File: config.mk
export PLATFORM = sky130hd
export DESIGN_NAME = router_packet_tx_flat
export DESIGN_NICKNAME = d
export VERILOG_FILES = /design/src/rtl/router_packet_tx_if.sv /design/src/rtl/router_packet_tx.sv /design/src/flat_wrapper.sv
export SDC_FILE = /design/constraint.sdc
export NUM_CORES = 1
export LEC_CHECK = 0
export CORE_ASPECT_RATIO = 0.9
export CORE_MARGIN = 1.5
export CORE_UTILIZATION = 40
export CTS_CLUSTER_DIAMETER = 100
export CTS_CLUSTER_SIZE = 14
export DETAILED_ROUTE_END_ITERATION = 10
export MAX_ROUTING_LAYER = met4
export PLACE_DENSITY = 0.67
export SYNTH_ARGS = -nofsm -noshare
export SYNTH_HDL_FRONTEND = slang
export SYNTH_SLANG_ARGS = --single-unit
File: constraint.sdc
create_clock -name clk -period 2.8 [get_ports clk]
set_input_delay 0.56 -clock clk [delete_from_list [all_inputs] [get_ports clk]]
set_output_delay 0.56 -clock clk [all_outputs]
set_load 0.05 [all_outputs]
File: src/rtl/router_packet_tx_if.sv
// Local-source write port and router-side valid/ready port of router_packet_tx.
// master = source/router side, slave = the transmitter.
interface router_packet_tx_if #(
    parameter int unsigned DEPTH = 4
);
    logic                    wr_en;
    logic [2:0]              wr_addr;
    logic [4:0]              wr_spare;
    logic                    wr_full;
    logic [$clog2(DEPTH):0]  fifo_count;
    logic [7:0]              drop_cnt;
    logic [15:0]             data_out;
    logic                    valid_out;
    logic                    ready_in;

    modport master (
        output wr_en, wr_addr, wr_spare, ready_in,
        input  wr_full, fifo_count, drop_cnt, data_out, valid_out
    );

    modport slave (
        input  wr_en, wr_addr, wr_spare, ready_in,
        output wr_full, fifo_count, drop_cnt, data_out, valid_out
    );
endinterface

File: src/rtl/router_packet_tx.sv
// Buffers local writes in a small FIFO and sends each entry as a 16-bit even-parity router
// word {addr, seq, parity, spare} over valid/ready, with a programmable idle gap per transfer.
module router_packet_tx #(
    parameter int unsigned DEPTH      = 4,
    parameter int unsigned GAP_CYCLES = 1,
    parameter logic [6:0]  SEQ_INIT   = 7'd0
) (
    input  logic               clk,
    input  logic               reset,
    router_packet_tx_if.slave  bus
);
    localparam int unsigned AW = $clog2(DEPTH);
    localparam int unsigned CW = AW + 1;
    localparam logic [CW-1:0] FullCount = CW'(DEPTH);
    localparam logic [3:0]    GapLoad   = 4'(GAP_CYCLES);

    localparam logic [1:0] StIdle = 2'd0;
    localparam logic [1:0] StSend = 2'd1;
    localparam logic [1:0] StGap  = 2'd2;

    logic [7:0]    mem_q [DEPTH];
    logic [AW-1:0] wptr_q, wptr_d, rptr_q, rptr_d;
    logic [CW-1:0] count_q, count_d;
    logic [7:0]    drop_q, drop_d;
    logic [6:0]    seq_q, seq_d;
    logic [15:0]   data_q, data_d;
    logic          valid_q, valid_d;
    logic [1:0]    state_q, state_d;
    logic [3:0]    gap_q, gap_d;
    logic          full, empty, push, pop;
    logic [2:0]    head_addr;
    logic [4:0]    head_spare;

    always_comb begin
        full       = (count_q == FullCount);
        empty      = (count_q == '0);
        push       = bus.wr_en && !full;
        head_addr  = mem_q[rptr_q][7:5];
        head_spare = mem_q[rptr_q][4:0];
        pop        = 1'b0;
        state_d    = state_q;
        valid_d    = valid_q;
        gap_d      = gap_q;
        data_d     = data_q;
        seq_d      = seq_q;
        rptr_d     = rptr_q;
        wptr_d     = wptr_q;
        drop_d     = drop_q;

        case (state_q)
            StIdle: begin
                if (!empty) begin
                    pop     = 1'b1;
                    valid_d = 1'b1;
                    state_d = StSend;
                end
            end
            StSend: begin
                if (bus.ready_in) begin
                    if (GAP_CYCLES != 0) begin
                        valid_d = 1'b0;
                        gap_d   = GapLoad;
                        state_d = StGap;
                    end else if (!empty) begin
                        pop = 1'b1;  // back-to-back: valid_out stays high
                    end else begin
                        valid_d = 1'b0;
                        state_d = StIdle;
                    end
                end
            end
            StGap: begin
                if (gap_q <= 4'd1) begin
                    state_d = StIdle;
                end else begin
                    gap_d = gap_q - 4'd1;
                end
            end
            default: begin
                valid_d = 1'b0;
                state_d = StIdle;
            end
        endcase

        // Sequence number is stamped at pop time, so dropped writes never consume one.
        if (pop) begin
            data_d = {head_addr, seq_q, ^{head_addr, seq_q, head_spare}, head_spare};
            seq_d  = seq_q + 7'd1;
            rptr_d = rptr_q + 1'b1;
        end
        if (push) begin
            wptr_d = wptr_q + 1'b1;
        end
        count_d = count_q + CW'(push) - CW'(pop);
        // Fullness comes from the registered count; a same-cycle pop never rescues a write.
        if (bus.wr_en && full && (drop_q != 8'hFF)) begin
            drop_d = drop_q + 8'd1;
        end
    end

    always_ff @(posedge clk or negedge reset) begin
        if (!reset) begin
            state_q <= StIdle;
            valid_q <= 1'b0;
            gap_q   <= '0;
            data_q  <= '0;
            seq_q   <= SEQ_INIT;
            rptr_q  <= '0;
            wptr_q  <= '0;
            count_q <= '0;
            drop_q  <= '0;
        end else begin
            state_q <= state_d;
            valid_q <= valid_d;
            gap_q   <= gap_d;
            data_q  <= data_d;
            seq_q   <= seq_d;
            rptr_q  <= rptr_d;
            wptr_q  <= wptr_d;
            count_q <= count_d;
            drop_q  <= drop_d;
        end
    end

    always_ff @(posedge clk) begin
        if (push) begin
            mem_q[wptr_q] <= {bus.wr_addr, bus.wr_spare};
        end
    end

    assign bus.wr_full    = full;
    assign bus.fifo_count = count_q;
    assign bus.drop_cnt   = drop_q;
    assign bus.data_out   = data_q;
    assign bus.valid_out  = valid_q;
endmodule
File: src/flat_wrapper.sv
// flat-port wrapper written by rule: the top's interface ports become plain ports
module router_packet_tx_flat 
#(
    parameter int unsigned DEPTH      = 4,
    parameter int unsigned GAP_CYCLES = 1,
    parameter logic [6:0]  SEQ_INIT   = 7'd0
)
  (clk, reset, bus_wr_en, bus_wr_addr, bus_wr_spare, bus_ready_in, bus_wr_full, bus_fifo_count, bus_drop_cnt, bus_data_out, bus_valid_out);
  router_packet_tx_if #(.DEPTH(DEPTH)) bus_i ();
  input  logic clk;
  input  logic reset;
  input wire logic [$bits(bus_i.wr_en)-1:0] bus_wr_en;
  input wire logic [$bits(bus_i.wr_addr)-1:0] bus_wr_addr;
  input wire logic [$bits(bus_i.wr_spare)-1:0] bus_wr_spare;
  input wire logic [$bits(bus_i.ready_in)-1:0] bus_ready_in;
  output wire logic [$bits(bus_i.wr_full)-1:0] bus_wr_full;
  output wire logic [$bits(bus_i.fifo_count)-1:0] bus_fifo_count;
  output wire logic [$bits(bus_i.drop_cnt)-1:0] bus_drop_cnt;
  output wire logic [$bits(bus_i.data_out)-1:0] bus_data_out;
  output wire logic [$bits(bus_i.valid_out)-1:0] bus_valid_out;
  assign bus_i.wr_en = bus_wr_en;
  assign bus_i.wr_addr = bus_wr_addr;
  assign bus_i.wr_spare = bus_wr_spare;
  assign bus_i.ready_in = bus_ready_in;
  assign bus_wr_full = bus_i.wr_full;
  assign bus_fifo_count = bus_i.fifo_count;
  assign bus_drop_cnt = bus_i.drop_cnt;
  assign bus_data_out = bus_i.data_out;
  assign bus_valid_out = bus_i.valid_out;
  router_packet_tx #(.DEPTH(DEPTH), .GAP_CYCLES(GAP_CYCLES), .SEQ_INIT(SEQ_INIT)) u_core (.clk(clk), .reset(reset), .bus(bus_i));
endmodule
Run 1, close-up of the layout:
Region (64, 57) to (84, 77) um. Cells in grey, sequential cells in the stronger grey; small squares are vias.
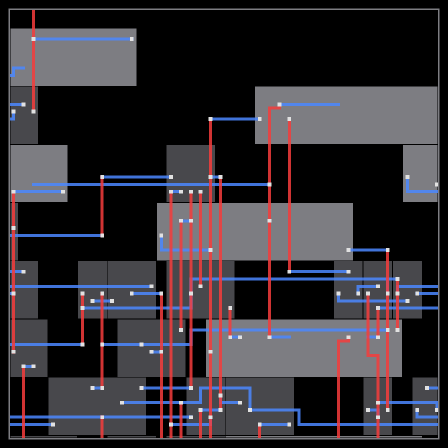
[blue] metal 1
[red] metal 2
cells with their middle in the window: 19
most frequent: nand2_1 (7), xnor2_1 (4), dfrtp_1 (4)
netlist names of flops here include: u_core.bus.data_out (2), u_core.seq_q (2)
sequential cells in the window: 4

Run 1, M2 wires:
Drawn at 4 px/um. Cells faint in the background.
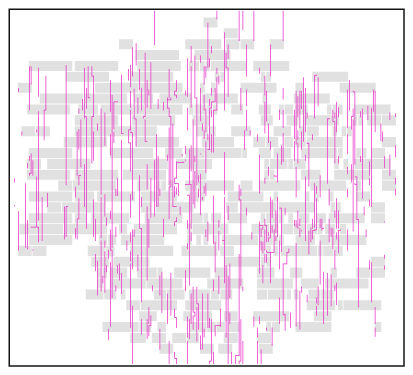
nets with wire on the layer: 256
main direction: vertical
wire length on this layer: 2660 um
longest straight run: 38.1 um
met2 GRT Util: 0.223
drt total wl: 5520 um
via count: 1894

Run 1, clock wiring as the flow saved it:
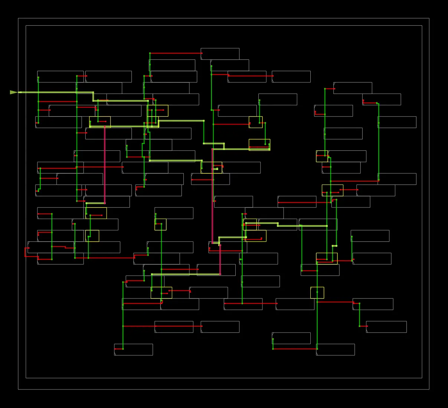
clk_lat worst skew: 0.36 ns
clock buffer count in the final layout: 9
clock group total power: 0.768 mW

==> results.yml, run 1 <==
# generated from flow reports
global_routing:
  top_usage_layer: "met2"
  antenna_found_initial: 0
  use_met1: 0.182
  grt_pass1_wl_um: 9270
  grt_max_degree: 26
placed_design:
  placed_area_sq_mm: 0.00380
  dp_cells: 381
  post-dp-hpwl_um: 3870
  post-place-ws_ns: 0.523
logic_synthesis:
  synthArstFlopShare: 0.584
  top_area_cell: "dfrtp_1"
  top_cell: "nand2_1"
  synth.top_cell.area_share: 0.344
  ys_seq_frac: 0.638
  ff_type: "dfrtp_1"
power:
  p_sw_frac: 0.414
  ir_drop_mv: 0.560
  p_switching_mw: 2.07
  power.sequential.fraction: 0.368
  p_int_mw: 2.92
  p_leak_nw: 1.66
  power.total_mw: 4.99
  powerDensity_mw_per_mm2: 1250
critical_path:
  reg2regPathDepth: 5
  arrival_ns: 1.94
  cp_num_buf_inv: 1
  critPathKind: "register to output port"
  worstSetupStartpoint: "u_core.bus.fifo_count[1]$_DFF_PN0_"
  required_ns: 2.24
  crit_end: "bus_wr_full"
  rrSetupSlack_ns: 0.54
  crit_path_end_kind: "output port"
final_timing:
  hold_violations: 0
  whs_ns: 0.146
  max_clock_freq_mhz: 400
  rsz0062_at_grt: "false"
  worst_slack_ns: 0.302
  clock_skew_ns: 0.00940
  setup_viol_count_final: 0
  finalCriticalPeriod_ns: 2.50
  worst_pin_slew_ns: 0.718
  finalCritPeriodShare: 0.892
drt:
  highest_layer: "met4"
  met1_length_um: 2570
  met3_length_um: 242
  drtPass1Iterations: 5
  wire_per_inst_um: 13.9
  viasPerCell: 4.77
  post-route-drc-count: 0
  drtIter0Drc: 90
clock_network:
  holdBufCountCts: 0
  cts-root-buf: "clkbuf_8"
  path_clk_slew_ns: 0.08
  post_cts_buffers: 0
final_layout:
  fin_util: 0.498
  fill_cells: 725
  sh_comb_area: 0.279
  layout_top_cell: "nand2_1"
  fin_nets: 318
  final_cell_area_sq_mm: 0.00398
  buf_share: 0.109
  flops: 77
  seq_share: 0.525
  antenna-diode-count: 0
  largest_cell_class: "sequential cells"
  regMostFlops: "u_core.mem_q"
  final-clk-cell-share: 0.0456
  fin_cells: 397
  area_growth_pct: 21.6
  seqCellArea_sq_mm: 0.00209
status:
  status: "completed"
flow_run:
  maxCapViolations: 0
  warnings: 30
floorplanning:
  dieWidth_um: 98.3
  num_tap_cells: 99
  die_area_sq_mm: 0.00873
hold_path:
  min_path_type: "input port to async pin"
[run 1: power by group through the flow]
stage	Combinational, mW	Clock [mW]	Sequential, mW
after floorplan	1.34	0	2.30
after global placement	2.38	0	1.85
after detailed placement	2.42	0	1.86
after CTS	2.43	0.790	1.84
after global routing	2.62	0.843	1.89
final	2.39	0.768	1.83
[run 1: logic make-up after synthesis]
| group | count (synthesis) | synth area share |
|---|---|---|
| fa+ha+maj | 13 | 0.0520 |
| flops | 77 | 0.638 |
| compound gates | 7 | 0.0130 |
| xor+xnor | 31 | 0.0872 |
| mux | 9 | 0.0654 |
| simple gates | 89 | 0.120 |
| buf+inv | 19 | 0.0245 |
==> run 2, diff against run 1 <==
--- a/config.mk
+++ b/config.mk
@@ -7,12 +7,13 @@
 export LEC_CHECK = 0
 export CORE_ASPECT_RATIO = 0.9
 export CORE_MARGIN = 1.5
-export CORE_UTILIZATION = 40
+export CORE_UTILIZATION = 55
 export CTS_CLUSTER_DIAMETER = 100
 export CTS_CLUSTER_SIZE = 14
 export DETAILED_ROUTE_END_ITERATION = 10
 export MAX_ROUTING_LAYER = met4
-export PLACE_DENSITY = 0.67
+export PLACE_DENSITY = 0.85
+export SETUP_SLACK_MARGIN = 0.2
 export SYNTH_ARGS = -nofsm -noshare
 export SYNTH_HDL_FRONTEND = slang
 export SYNTH_SLANG_ARGS = --single-unit
==> run 2 against run 1 <==
  * Synthesized cell count unchanged
  * Setup slack improved by 0.020 ns
  * Global-route usage is 4.9 points higher
  * Flip-flop count stayed put
  * Maximum frequency is 0.82% higher
  * Clock skew is 0.00051 ns lower
  * Count of clock-buffer cells in the layout up 1
  * Routed wire length fell by 0.94%
  * Highest routed layer unchanged
==> results.yml, run 2 <==
# generated from flow reports
global_routing:
  grt_max_degree: 25
  antenna_found_initial: 0
  met2_usage: 0.310
  use_met1: 0.230
  top_usage_layer: "met2"
floorplanning:
  die_area_sq_mm: 0.00642
  dieWidth_um: 84.3
  num_tap_cells: 70
final_layout:
  fill_cells: 376
  nClkBuffers: 10
  area_growth_pct: 21.3
  final_cell_area_sq_mm: 0.00397
  fin_cells: 367
  sh_comb_area: 0.279
  drive_above_1_share: 0.0909
  layout_top_cell: "nand2_1"
  final-clk-cell-share: 0.0542
  fin_nets: 317
  largest_cell_class: "sequential cells"
  regMostFlops: "u_core.mem_q"
  buf_share: 0.107
  fin_util: 0.697
  flops: 77
  antenna-diode-count: 0
  seqCellArea_sq_mm: 0.00209
  seq_share: 0.527
  largest_reg_flops: 32
clock_network:
  holdBufCountCts: 0
  cts_inserted_buffers: 9
  insertion_delay_ns: 0.35
  path_clk_slew_ns: 0.08
  cts-root-buf: "clkbuf_8"
  cts_sinks: 77
  post_cts_buffers: 0
power:
  power.total_mw: 5.15
  p_leak_nw: 1.67
  ir_drop_mv: 0.727
  powerDensity_mw_per_mm2: 1300
  p_int_mw: 3.09
  p_sw_frac: 0.399
  p_seq_mw: 1.84
  p_comb_mw: 2.42
  clock_power_mw: 0.894
  p_switching_mw: 2.05
  power.largest_group: "combinational cells"
  power.sequential.fraction: 0.357
hold_path:
  min_path_type: "input port to async pin"
logic_synthesis:
  ys_sh_mux: 0.0654
  ys_seq_frac: 0.638
  synthAoiAreaFrac: 0.0130
  top_cells_by_count: "nand2_1, dfrtp_1, edfxtp_1"
  synth.logic.top_family: "simple AND/OR/NAND/NOR gates"
  synth.top_cell.area_share: 0.344
  top_area_cell: "dfrtp_1"
  synthXorXnorAreaFrac: 0.0872
  top_cell: "nand2_1"
  ff_type: "dfrtp_1"
  synthArstFlopShare: 0.584
placed_design:
  dp_cells: 351
  post-place-ws_ns: 0.495
  placed_area_sq_mm: 0.00375
  post-dp-hpwl_um: 3800
critical_path:
  critPathKind: "register to output port"
  cp_num_buf_inv: 1
  worstSetupStartpoint: "u_core.bus.fifo_count[1]$_DFF_PN0_"
  arrival_ns: 1.92
  required_ns: 2.24
  crit_path_end_kind: "output port"
final_timing:
  rsz0062_at_grt: "false"
  clock_skew_ns: 0.00889
  worst_slack_ns: 0.322
  hold_violations: 0
  max_clock_freq_mhz: 404
  drv_slew: 0
  setup_viol_count_final: 0
  finalCritPeriodShare: 0.885
  finalCriticalPeriod_ns: 2.48
drt:
  wirelength_um: 5470
  drtPass1Iterations: 4
  post-route-drc-count: 0
  met3_length_um: 237
  met1_length_um: 2350
  highest_layer: "met4"
  drtIter0Drc: 90
  vias: 1906
  final_antenna_net_count: 0
flow_run:
  warnings: 30
  maxCapViolations: 0
status:
  status: "completed"
## run 2: cell counts after synthesis
No cell type changed its count.
## run 2: worst paths after layout
| check | to | slack (ns) | cells after the start |
|---|---|---|---|
| max in group asynchronous | u_core.bus.data_out[3]$_DFFE_PN0P_ | 1.96 | 2 |
| hold / removal | u_core.bus.drop_cnt[3]$_DFFE_PN0P_ | 0.16 | 1 |
| min in group clk | u_core.bus.data_out[14]$_DFFE_PN0P_ | 0.48 | 2 |
| hold reg to reg | u_core.bus.data_out[14]$_DFFE_PN0P_ | 0.48 | 2 |
| setup reg to reg | u_core.bus.data_out[5]$_DFFE_PN0P_ | 0.50 | 5 |
| setup / recovery | bus_wr_full | 0.32 | 2 |
Run 2, close-up of the layout:
Region (53, 47) to (73, 67) um. Cells in grey, sequential cells in the stronger grey; small squares are vias.
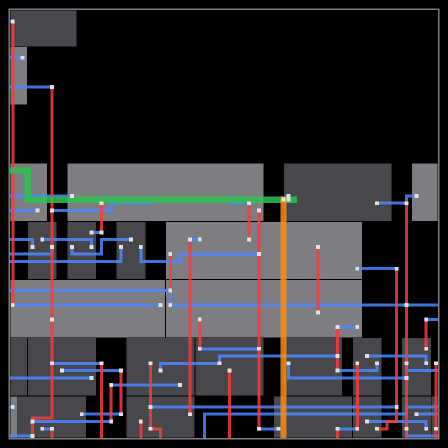
[red] metal 2
[green] metal 3
[orange] metal 4
[blue] metal 1
most frequent: nand2_1 (7), xnor2_1 (5), dfrtp_1 (4)
cells with their middle in the window: 20
sequential cells in the window: 4
netlist names of flops here include: u_core.bus.data_out (2), u_core.seq_q (2)

Power and IR drop assume default switching activity.
